### config.mk
export PLATFORM = sky130hd
export DESIGN_NAME = pr_hrav_pr_sequencer
export DESIGN_NICKNAME = d
export VERILOG_FILES = /design/src/rtl/pr_hrav_pkg.sv /design/src/rtl/pr_hrav_pkt_boundary.sv /design/src/rtl/pr_hrav_pr_sequencer.sv
export SDC_FILE = /design/constraint.sdc
export NUM_CORES = 1
export LEC_CHECK = 0
export CORE_MARGIN = 2
export CORE_UTILIZATION = 35
export CTS_CLUSTER_SIZE = 30
export DETAILED_ROUTE_END_ITERATION = 10
export PLACE_DENSITY_LB_ADDON = 0.25
export SLEW_MARGIN = 20
export SYNTH_ARGS = -nofsm -noshare
export SYNTH_HDL_FRONTEND = slang
export SYNTH_SLANG_ARGS = --single-unit
### constraint.sdc
create_clock -name ACLK -period 3.1 [get_ports ACLK]
set_clock_uncertainty 0.1 [all_clocks]
set_input_delay 0.31 -clock ACLK [delete_from_list [all_inputs] [get_ports ACLK]]
set_output_delay 0.31 -clock ACLK [all_outputs]
set_load 0.1 [all_outputs]
### src/rtl/pr_hrav_pkg.sv
// pr_hrav_pkg: shared sequencer state encoding and error codes
package pr_hrav_pkg;
  typedef enum logic [2:0] {IDLE, QUIESCE, ICAP, DRAIN, SETTLE, FAIL} pr_state_t;
  localparam logic [1:0] ERR_NONE = 2'd0;
  localparam logic [1:0] ERR_QTO  = 2'd1;
  localparam logic [1:0] ERR_ITO  = 2'd2;
  localparam logic [1:0] ERR_ICAP = 2'd3;
endpackage

### src/rtl/pr_hrav_pkt_boundary.sv
// pr_hrav_pkt_boundary: tracks whether the snooped AXI-Stream is inside a packet
module pr_hrav_pkt_boundary (
  input  logic ACLK,
  input  logic ARESETN,
  input  logic s_axis_tvalid,
  input  logic s_axis_tready,
  input  logic s_axis_tlast,
  output logic mid_pkt
);
  always_ff @(posedge ACLK)
    if (!ARESETN) mid_pkt <= 1'b0;
    else if (s_axis_tvalid && s_axis_tready) mid_pkt <= !s_axis_tlast;
endmodule

### src/rtl/pr_hrav_pr_sequencer.sv
// pr_hrav_pr_sequencer: partial-reconfiguration sequencer; define PR_HRAV_PR_SEQ_STATS_EN for stat_ok_cnt/stat_err_cnt
module pr_hrav_pr_sequencer
  import pr_hrav_pkg::*;
#(
  parameter int unsigned C_TIMEOUT_W = 24,
  parameter logic [C_TIMEOUT_W-1:0] C_TIMEOUT = {C_TIMEOUT_W{1'b1}},
  parameter int unsigned C_SETTLE_CYCLES = 16
) (
  input  logic       ACLK,
  input  logic       ARESETN,
  input  logic       cfg_req_valid,
  input  logic       cfg_req_core,
  output logic       cfg_req_ready,
  input  logic       s_axis_tvalid,
  input  logic       s_axis_tready,
  input  logic       s_axis_tlast,
  input  logic       core0_busy,
  input  logic       core1_busy,
  input  logic       icap_done,
  input  logic       icap_error,
  output logic       core_0_enb,
  output logic       core_1_enb,
  output logic       icap_sel,
  output logic       sts_busy,
  output logic       sts_done,
  output logic       sts_err,
  output logic [1:0] sts_err_code
`ifdef PR_HRAV_PR_SEQ_STATS_EN
  ,
  output logic [15:0] stat_ok_cnt,
  output logic [15:0] stat_err_cnt
`endif
);
  localparam int unsigned CW = $clog2(C_SETTLE_CYCLES + 1);
  localparam logic [CW-1:0] SETTLE_LAST = CW'(C_SETTLE_CYCLES - 1);
  pr_state_t state, state_n;
  logic ready_n, sel_n, busy_n, done_n, err_n;
  logic tgt, tgt_n, pend, pend_n, mid_pkt, boundary, tgt_busy, to_hit;
  logic [1:0] enb, enb_n, code_n;
  logic [C_TIMEOUT_W-1:0] wd, wd_n, wd_inc;
  logic [CW-1:0] cnt, cnt_n;
  pr_hrav_pkt_boundary u_pkt (
    .ACLK(ACLK),
    .ARESETN(ARESETN),
    .s_axis_tvalid(s_axis_tvalid),
    .s_axis_tready(s_axis_tready),
    .s_axis_tlast(s_axis_tlast),
    .mid_pkt(mid_pkt)
  );
  assign boundary = !mid_pkt && !(s_axis_tvalid && s_axis_tready);
  assign tgt_busy = tgt ? core1_busy : core0_busy;
  assign wd_inc = &wd ? wd : wd + 1'b1;
  assign to_hit = wd_inc == C_TIMEOUT;
  assign core_0_enb = enb[0];
  assign core_1_enb = enb[1];
  always_comb begin
    state_n = state;
    ready_n = cfg_req_ready;
    sel_n   = icap_sel;
    busy_n  = sts_busy;
    done_n  = 1'b0;
    err_n   = 1'b0;
    code_n  = sts_err_code;
    enb_n   = enb;
    tgt_n   = tgt;
    pend_n  = pend;
    wd_n    = wd;
    cnt_n   = cnt;
    case (state)
      IDLE:
        if (pend) begin
          enb_n[tgt] = 1'b0;
          busy_n = 1'b1;
          pend_n = 1'b0;
          state_n = QUIESCE;
        end else if (cfg_req_valid && cfg_req_ready) begin
          ready_n = 1'b0;
          pend_n = 1'b1;
          tgt_n = cfg_req_core;
          code_n = ERR_NONE;
          wd_n = '0;
        end
      QUIESCE:
        if (boundary && !tgt_busy) begin
          sel_n = 1'b1;
          wd_n = '0;
          state_n = ICAP;
        end else if (to_hit) begin
          code_n = ERR_QTO;
          enb_n[tgt] = 1'b1;
          state_n = FAIL;
        end else wd_n = wd_inc;
      ICAP:
        if (icap_error) begin
          code_n = ERR_ICAP;
          state_n = FAIL;
        end else if (icap_done) begin
          cnt_n = '0;
          state_n = DRAIN;
        end else if (to_hit) begin
          code_n = ERR_ITO;
          state_n = FAIL;
        end else wd_n = wd_inc;
      // one dwell cycle lets the ICAP absorb its final word before the steer flips
      DRAIN:
        if (cnt == '0) cnt_n = CW'(1);
        else if (boundary) begin
          sel_n = 1'b0;
          cnt_n = '0;
          state_n = SETTLE;
        end
      SETTLE:
        if (cnt == SETTLE_LAST) begin
          enb_n[tgt] = 1'b1;
          done_n = 1'b1;
          ready_n = 1'b1;
          busy_n = 1'b0;
          state_n = IDLE;
        end else cnt_n = cnt + 1'b1;
      FAIL:
        if (boundary) begin
          sel_n = 1'b0;
          err_n = 1'b1;
          ready_n = 1'b1;
          busy_n = 1'b0;
          state_n = IDLE;
        end
      default: state_n = IDLE;
    endcase
  end
  always_ff @(posedge ACLK)
    if (!ARESETN) begin
      state <= IDLE;
      cfg_req_ready <= 1'b1;
      icap_sel <= 1'b0;
      sts_busy <= 1'b0;
      sts_done <= 1'b0;
      sts_err <= 1'b0;
      sts_err_code <= ERR_NONE;
      enb <= 2'b11;
      tgt <= 1'b0;
      pend <= 1'b0;
      wd <= '0;
      cnt <= '0;
    end else begin
      state <= state_n;
      cfg_req_ready <= ready_n;
      icap_sel <= sel_n;
      sts_busy <= busy_n;
      sts_done <= done_n;
      sts_err <= err_n;
      sts_err_code <= code_n;
      enb <= enb_n;
      tgt <= tgt_n;
      pend <= pend_n;
      wd <= wd_n;
      cnt <= cnt_n;
    end
`ifdef PR_HRAV_PR_SEQ_STATS_EN
  always_ff @(posedge ACLK)
    if (!ARESETN) begin
      stat_ok_cnt <= '0;
      stat_err_cnt <= '0;
    end else begin
      stat_ok_cnt <= stat_ok_cnt + 16'(sts_done);
      stat_err_cnt <= stat_err_cnt + 16'(sts_err);
    end
`endif
endmodule

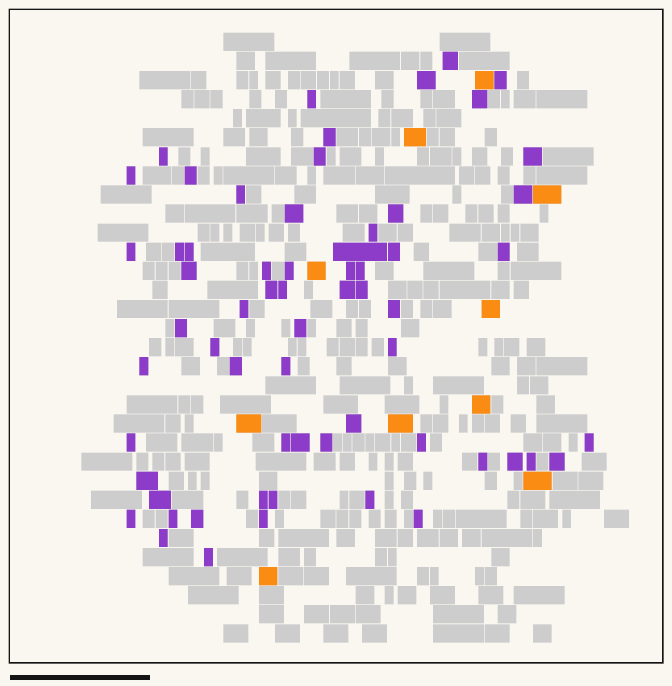
(logic cells by family)
Scale bar: 20 um.
NOR gates: shown in purple, cells 63. AND-OR and OR-AND gates: shown in orange, cells 10.
highest-count logic cell in the final layout: nand2_1
logic share of the area: 54.7%
Post-Layout Cell Count: 499

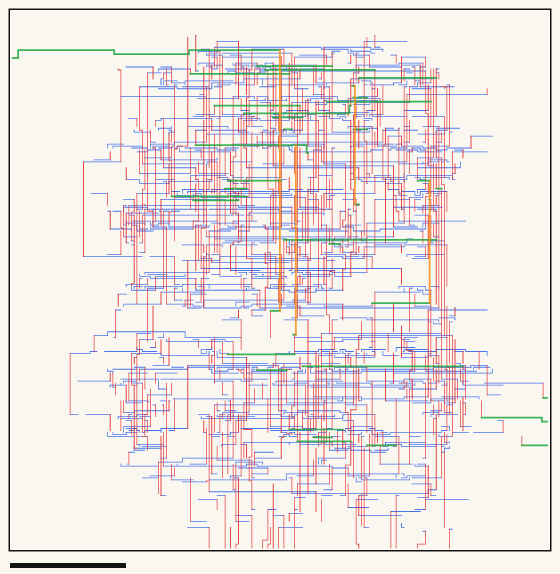
(routed metal, one color a layer)
Scale bar: 20 um.
metal 4: shown in orange, wire length 119 um. metal 1: shown in blue, wire length 3640 um. metal 3: shown in green, wire length 360 um. metal 2: shown in red, wire length 3340 um.

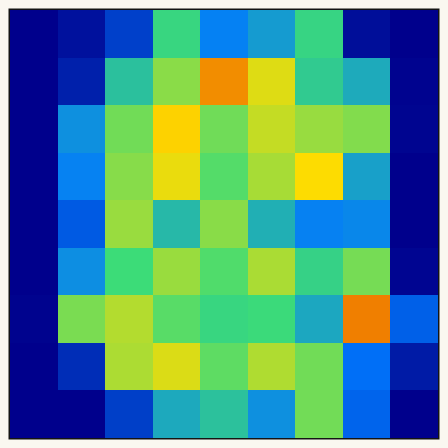
(local utilization)
9 x 9 tiles, from dark blue (low) to red (high), 0 to 100% covered.
21% of the tiles are nearly empty. The fullest tile reaches 86%. 3.7% of the tiles are over 75% full. The mean over all tiles is 36%. The emptiest ninth of the die: north-west.
Core ar.: 0.00769 sq mm
Initial Utilization: 36.0%
fin util: 42.3%

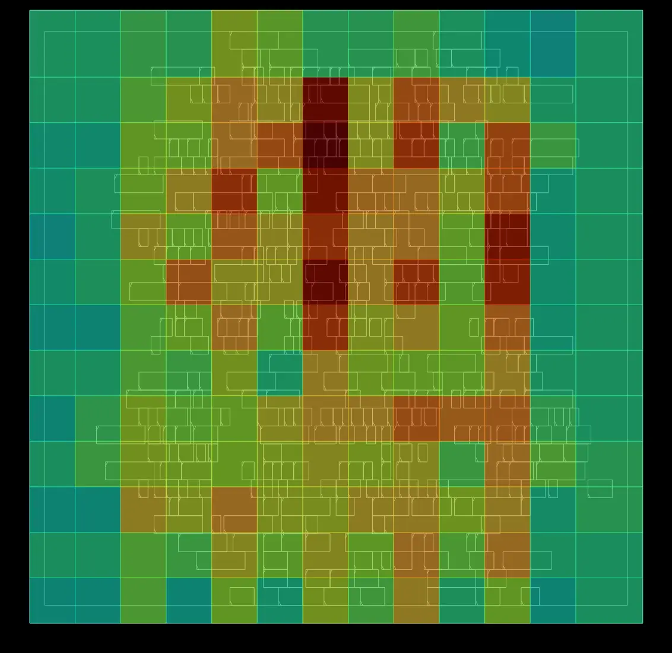
(routing congestion map)
GRT met1 Usage: 26.4%
WL per Instance: 15.0 um
Most Crowded Layer GR: met2

==> GITHUB_STEP_SUMMARY <==
## Synthesis and layout report

| Metric | Value |
|---|---|
| Final setup fails | `0` |
| CTS tree | `done` |
| TritonCTS Buffers | `5` |
| P_comb | `between 200 and 300 uW` |
| Final nets | `411` |
| Total number of vias | `2806` |
| Rel. slew slack | `35.1%` |
| Crit path max fanout | `7` |
| Netlist cell types | `59` |
| PwrDens | `approximately 390 mW/mm^2` |
| Sequential cell area | `881 sq um` |
| Count leader, synth | `nand2_1` |
| Post-CTS Resized | `0` |
| Dominant flop cell | `dfxtp_1` |
| Hold endpoint | `sts_err_code[1]` |
| Syn nets | `382` |
| Tmin final | `2830 ps` |
| Worst reg2reg path endpoint | `sts_err_code[0]` |
| DRC | `0` |
| Initial antenna violation count | `0` |
| Seq share, synth | `approximately a third` |
| Leakage Power | `1.16 nW` |
| CTS Buffer Depth | `2` |
| Cell depth of the worst setup path | `10` |
| Port Buffer Count | `19` |
| Design area | `approximately 0.0033 sq mm` |
| Buf+Inv Stages, Crit Path | `2` |
| Status | `complete, no violations` |
| Clk slew on worst S/H paths | `roughly 90 ps` |
| MaxCap Viol Count | `0` |
| Yosys simple share | `34.9%` |
| Via density | `about 5.6` |
| Setup TNS | `0 ps` |
| Sw Pwr | `approximately 420 uW` |
| Share of post-route cells with drive strength above 1 | `a little over a tenth` |
| Crit path capture | `sts_err_code[0]` |
Power and IR drop assume default switching activity.
